**config.mk**
```make
export PLATFORM = sky130hd
export DESIGN_NAME = controle_multiciclo
export DESIGN_NICKNAME = d
export VERILOG_FILES = /design/src/rtl/controle_multiciclo.sv
export SDC_FILE = /design/constraint.sdc
export NUM_CORES = 1
export LEC_CHECK = 0
export ABC_CLOCK_PERIOD_IN_PS = 1700
export CORE_MARGIN = 2
export CORE_UTILIZATION = 33
export CTS_CLUSTER_SIZE = 25
export DETAILED_ROUTE_END_ITERATION = 10
export PLACE_DENSITY = 0.74
export SYNTH_ARGS = -nofsm -noshare
export SYNTH_HDL_FRONTEND = slang
export SYNTH_SLANG_ARGS = --single-unit
```
**constraint.sdc**
```tcl
create_clock -name clock -period 1.7 [get_ports clock]
set_input_delay 0.34 -clock clock [delete_from_list [all_inputs] [get_ports clock]]
set_output_delay 0.34 -clock clock [all_outputs]
set_load 0.02 [all_outputs]
```
**src/rtl/controle_multiciclo.sv**
```systemverilog
// controle_multiciclo: multicycle control FSM (BUSCA/DECODIFICA/EXECUTA/MEMORIA/ESCRITA); ports: clock, reset (async, active-low), opcode/zero/mem_pronta in; datapath control strobes, estado, instrucao_concluida out
module controle_multiciclo #(
  parameter logic [2:0] TIPO_R = 3'b000,
  parameter logic [2:0] ADDI   = 3'b001,
  parameter logic [2:0] SLTI   = 3'b010,
  parameter logic [2:0] LW     = 3'b011,
  parameter logic [2:0] SW     = 3'b100,
  parameter logic [2:0] BEQ    = 3'b101,
  parameter logic [2:0] J      = 3'b110,
  parameter logic [2:0] JAL    = 3'b111
) (
  input  logic       clock,
  input  logic       reset,
  input  logic [2:0] opcode,
  input  logic       zero,
  input  logic       mem_pronta,
  output logic       pc_escrita,
  output logic       ir_escrita,
  output logic       reg_escrita,
  output logic       mem_leitura,
  output logic       mem_escrita,
  output logic       ula_src,
  output logic       iord,
  output logic       sign_zero,
  output logic [1:0] ula_opcode,
  output logic [1:0] reg_dest,
  output logic [1:0] mem_to_reg,
  output logic [1:0] pc_fonte,
  output logic [2:0] estado,
  output logic       instrucao_concluida
);
  typedef enum logic [2:0] {
    BUSCA      = 3'd0,
    DECODIFICA = 3'd1,
    EXECUTA    = 3'd2,
    MEMORIA    = 3'd3,
    ESCRITA    = 3'd4
  } estado_t;
  estado_t estado_q, estado_d;
  logic jump, mem_op, reg_op;
  assign jump   = (opcode == J) || (opcode == JAL);
  assign mem_op = (opcode == LW) || (opcode == SW);
  assign reg_op = (opcode == TIPO_R) || (opcode == ADDI) || (opcode == SLTI);
  assign estado = estado_q;
  always_ff @(posedge clock or negedge reset)
    if (!reset) estado_q <= BUSCA;
    else        estado_q <= estado_d;
  // Outputs are gated by reset so the held BUSCA state does not request a fetch while reset is asserted.
  always_comb begin
    estado_d            = BUSCA;
    pc_escrita          = 1'b0;
    ir_escrita          = 1'b0;
    reg_escrita         = 1'b0;
    mem_leitura         = 1'b0;
    mem_escrita         = 1'b0;
    ula_src             = 1'b0;
    iord                = 1'b0;
    sign_zero           = 1'b1;
    ula_opcode          = 2'd0;
    reg_dest            = 2'd0;
    mem_to_reg          = 2'd0;
    pc_fonte            = 2'd0;
    instrucao_concluida = 1'b0;
    if (reset)
      case (estado_q)
        BUSCA: begin
          mem_leitura = 1'b1;
          ir_escrita  = mem_pronta;
          pc_escrita  = mem_pronta;
          estado_d    = mem_pronta ? DECODIFICA : BUSCA;
        end
        DECODIFICA: begin
          pc_escrita          = jump;
          pc_fonte            = jump ? 2'd2 : 2'd0;
          instrucao_concluida = jump;
          reg_escrita         = (opcode == JAL);
          reg_dest            = (opcode == JAL) ? 2'd2 : 2'd0;
          mem_to_reg          = (opcode == JAL) ? 2'd2 : 2'd0;
          estado_d            = jump ? BUSCA : EXECUTA;
        end
        EXECUTA: begin
          ula_opcode = (opcode == BEQ) ? 2'd3 :
                       (opcode == SLTI) ? 2'd2 :
                       (opcode == ADDI || mem_op) ? 2'd1 : 2'd0;
          ula_src    = (opcode == ADDI) || (opcode == SLTI) || mem_op;
          sign_zero  = (opcode != SLTI);
          // Branch decision is taken from the live ULA zero flag in this same cycle.
          pc_escrita          = (opcode == BEQ) && zero;
          pc_fonte            = (opcode == BEQ) ? 2'd1 : 2'd0;
          instrucao_concluida = (opcode == BEQ);
          estado_d            = reg_op ? ESCRITA : mem_op ? MEMORIA : BUSCA;
        end
        MEMORIA: begin
          iord                = 1'b1;
          ula_src             = 1'b1;
          ula_opcode          = 2'd1;
          mem_leitura         = (opcode == LW);
          mem_escrita         = (opcode == SW);
          instrucao_concluida = mem_pronta && (opcode == SW);
          estado_d            = !mem_pronta ? MEMORIA : (opcode == LW) ? ESCRITA : BUSCA;
        end
        ESCRITA: begin
          reg_escrita         = 1'b1;
          instrucao_concluida = 1'b1;
          reg_dest            = (opcode == TIPO_R) ? 2'd0 : 2'd1;
          mem_to_reg          = (opcode == LW) ? 2'd1 : 2'd0;
        end
        default: estado_d = BUSCA;
      endcase
  end
endmodule

```
==> flow_summary_export.csv <==
group,metric,value,unit
floorplan,design.core.area,1334,um2
job,max_cap_viol_count,0,
cells_and_area,n_fill_cell,93,
worst_setup_path,timing.critical_path.slowest_stage_cell,"sky130_fd_sc_hd__dfrtp_2",
final_timing,setup-violations-final,13,
yosys,synthesized_nets,77,
power,power_switching,0.0001619,W
yosys,postSynth.topFlopCell,"sky130_fd_sc_hd__dfrtp_1",
power,power.share.combinational,50.2,%
clock_tree,numCtsBuffers,3,
yosys,ys_seq_elements,3,
clock_tree,clock_sink_count,3,
cells_and_area,diodes,0,
floorplan,top_level_port_count,27,
cells_and_area,final_layout_size_suffix_gt1_share,65.57,%
worst_setup_path,worst_setup_path_start_kind,"flop",
yosys,ys_seq_share,15.67,%
yosys,distinct_cells_synth,32,
final_timing,fin_crit,1.836,ns
worst_setup_path,worst-r2r-cell-count,6,
final_timing,rsz0062_at_grt,"yes",
clock_tree,cts-hold-fix-buffers,0,
detailed_routing,drt_first_iter_violations,31,
clock_tree,cts-root-to-sink-buffers,2,
clock_tree,tritoncts_clock_tree,"yes",
cells_and_area,post-route-util,82.46,%
floorplan,die_w,42.11,um
final_timing,finalCritPeriodShare,108.0,%
power,p_sw_share,37.81,%
power,sequentialPowerShare,18.4,%
worst_setup_path,worstPathRequired,1.36,ns
power,tot_pwr,0.0004283,W
power,power_per_cell_area,389.4,nW/um2
job,warning_total_across_the_stage_logs,29,
yosys,post_synth.cell_area_avg,6.846,um2
detailed_routing,post-route-drc-count,0,
worst_setup_path,crit_chain,"nand2b_4, or2_4, or3_4, buf_6",
detailed_routing,detail_route.vias_per_cell,5.474,
final_timing,final-max-slew-violation-count,0,
floorplan,chip_area,1773,um2
cells_and_area,layout.nets,130,
detailed_routing,route.top_layer_used,"met3",
detailed_routing,routed-wl-met3,97,um
final_timing,postLayoutSetupSlackWorst,-0.1359,ns
yosys,synthesized_netlist_cell_count,70,
run_status,failed_checks,"setup timing",
cells_and_area,flow.area_growth_from_synthesis,129.5,%
placement,buffer_ports.inserted,26,
yosys,synth.yosys.num_cells,70,
yosys,post-synth-top-count-cell,"sky130_fd_sc_hd__nand2_1",
cells_and_area,largest_reg_flops,3,
worst_setup_path,critPathMaxFanout,5,
grt,first_global_vias,712,
worst_setup_path,critical_path_class,"flop to output port",
yosys,synth-edff-count,0,
yosys,synthDominantCellAreaShare,15.67,%
clock_tree,cts-htree-levels,1,
placement,place.detailed.hpwl,1335,um
final_timing,final-hold-violation-count,0,
final_timing,max-slew-margin-rel,81.65,%
yosys,yosys-top-cells-count,"sky130_fd_sc_hd__nand2_1, sky130_fd_sc_hd__a21oi_1, sky130_fd_sc_hd__nor3_1, sky130_fd_sc_hd__o21ai_0",
placement,gp_routability_congestion,0.8385,
final_timing,hold-worst-slack,0.2122,ns
clock_tree,clk_pin_slew_worst_setup_hold_paths,0.04,ns
yosys,async_flop_share,100.0,%
run_status,status,"complete, but fails checks",
yosys,mappedNetlistArea,479.2,um2
detailed_routing,wl_met2,1079,um
worst_setup_path,critPathCaptureType,"output port",
floorplan,floorplan.core_util,35.93,%
detailed_routing,drt_pre_antenna_iters,4,
power,intPower,0.0002664,W
detailed_routing,route.layer.met1.wl,843,um
grt,grt_pass1_wl,3298,um
final_timing,achievable-frequency,544.7,MHz
min_path,timing.hold.worst.class,"input port to async pin",
worst_setup_path,cp_data_arrival_time,1.50,ns
final_timing,worst_pin_slew,0.2747,ns
yosys,ys_warn_count,0,
clock_tree,clockRootBuffer,"sky130_fd_sc_hd__clkbuf_4",
floorplan,die_h,42.11,um
power,static-leakage-power,0.5120,nW
yosys,synth_chip_area,479.2,um2
grt,antenna_found_initial,0,
grt,globalRouteOverflowTotal,0,
floorplan,row_count,13,
grt,pin_count_of_the_biggest_net_entering_global_routing,12,
yosys,post_synth_main_area_contributors,"sky130_fd_sc_hd__dfrtp_1, sky130_fd_sc_hd__a21oi_1, sky130_fd_sc_hd__nand2_1",
detailed_routing,antenna_left,0,
power,ir_drop,0.3619,mV
worst_setup_path,worst_path_largest_cell_delay,0.39,ns
yosys,netlist.top_cell.by_area,"sky130_fd_sc_hd__dfrtp_1",
==> final timing paths <==
path	from	end	slack (ns)
worst min-delay path	reset	estado[1]	0.21
max in group asynchronous	reset	estado[0]	1.36
worst max register to register	estado[0]	estado[2]	0.33
worst max-delay path	estado[2]	sign_zero	-0.14
min in group clock	estado[2]	estado[2]	0.58
worst min register to register	estado[2]	estado[2]	0.58
==> cell usage in the layout (no fill, tap or decap), drive strengths merged <==
cell,instances
buf,49
nand2,8
a21oi,7
o21ai,5
dlygate4sd2,5
nor3,5
nor2,4
clkbuf,4
nor3b,3
dfrtp,3
nand3b,2
clkdlybuf4s50,2
and2,2
nand2b,2
inv,2
nand3,2
and3b,1
nor2b,1
clkinv,1
or2,1
o211ai,1
nand4,1
a2111oi,1
a21o,1
mux2,1
o41ai,1
a211oi,1
or3,1
nor4,1
o211a,1
nor4b,1
a221oi,1
clkdlybuf4s15,1
==> worst max-delay path, delay by kind of cell (launching register included) <==
kind	cells	cell delay, ns
simple gates	3	0.72
flops	1	0.39
buf+inv	1	0.14
==> kinds of logic after synthesis <==
| group | after synthesis | synth area share, % |
|---|---|---|
| AND-OR/OR-AND | 19 | 26.11 |
| multiplexers | 1 | 2.350 |
| flip-flops | 3 | 15.67 |
| buffers and inverters | 12 | 14.36 |
| AND/OR/NAND/NOR | 35 | 41.52 |
==> repair_timing <==
action | in CTS | in global routing
setup endpoints to repair | 19 | 16
pin swaps | 4 | 3
setup buffers | 3 | 1
gates resized | 117 | 13
gates cloned | 0 | 0
==> metal layers <==
| metal | track usage (%) | vias to the layer above |
|---|---|---|
| met5 | 0 | - |
| met4 | 6.875 | 0 |
| met3 | 4.741 | 0 |
| met2 | 42.81 | 26 |
| met1 | 27.11 | 367 |
| li1 | - | 357 |
==> layout make-up <==
class                      count  area, um2  share of cell area, %
tap                           15      18.77                  1.706
sequential                     3      77.57                  7.054
timing repair buffer          57      466.7                  42.43
inverter                       3      23.77                  2.162
clock buffer                   4      26.28                  2.389
multi-input combinational     55      486.7                  44.26
==> power by group through the flow <==
stage	combinational (W)	clock, W	sequential (W)
floorplan	0.0000887	0	0.0000816
global placement	0.000175	0	0.0000813
detailed placement	0.000178	0	0.0000814
CTS	0.000197	0.000136	0.0000784
global route	0.000229	0.000145	0.0000793
finish	0.000215	0.000135	0.0000789
==> through the flow <==
step / setup TNS [ns] / area, um2 / cells / setup WS (ns)
floorplan: -0.6135 / 549.3 / 70 / -0.1087
global placement: -11.70 / 972.2 / 129 / -0.7878
detailed placement: -12.08 / 972.2 / 129 / -0.8975
CTS: -0.9135 / 1041 / 136 / -0.1407
global route: -1.828 / 1100 / 137 / -0.1681
finish: -0.9701 / 1100 / 137 / -0.1359
Figure 1. Supply network.
The bar under the picture is 10 um long. Pins as bars on the die edge. Tap cells in gray.
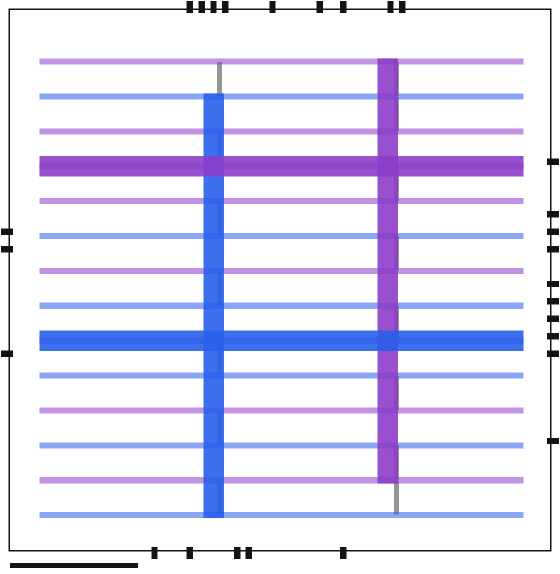
VDD -> purple
VSS -> blue
signal pins = 27
rows = 13

Figure 2. Cell classes on the final placement.
The bar under the picture is 10 um long.
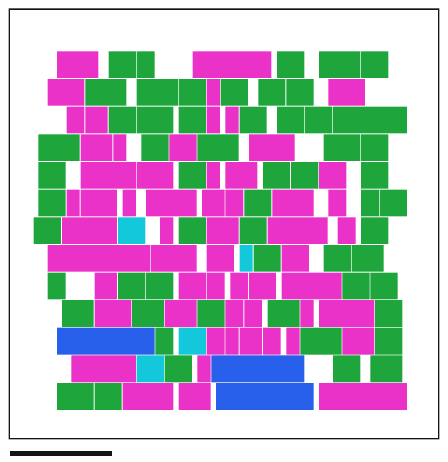
clock drivers and dummy loads -> cyan  # cells 4
combinational and other logic -> magenta  # cells 58
other buffers and delay cells -> green  # cells 57
flops -> blue  # cells 3

Figure 3. Clock network drawn from the DEF.
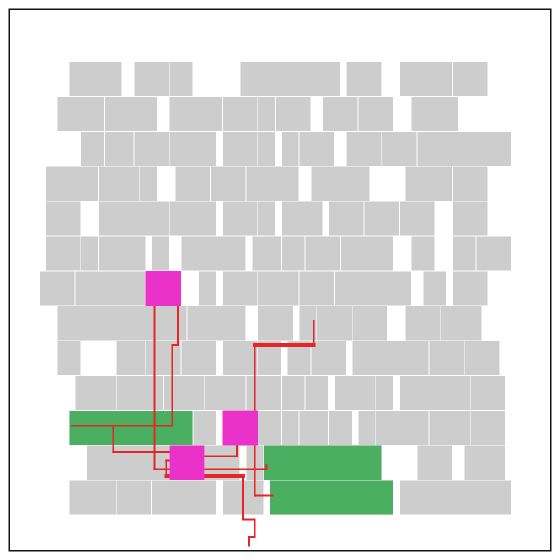
clock drivers -> magenta  # count 3
flip-flops -> green  # count 3
clock wires -> red  # length 90.2 um
routed clock nets = 4
Worst-Skew Late Latency: 0.24 ns
power in the clock group: 0.000135 W
clock group share of total power: 31.4%
worst clock skew: 0.003927 ns

Figure 4. Signal wires by layer.
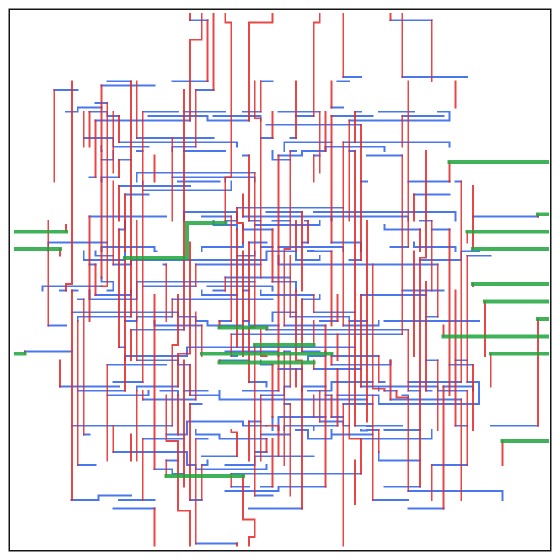
metal 2 -> red  # wire length 1,080 um
metal 1 -> blue  # wire length 843 um
metal 3 -> green  # wire length 97.7 um
average wire length per cell after detail routing: 14.74 um
Total GRT Usage: 23.39%
final WL: 2020 um
routed via count: 750

Power figures rest on the tool's default switching activity, not on a simulated workload.
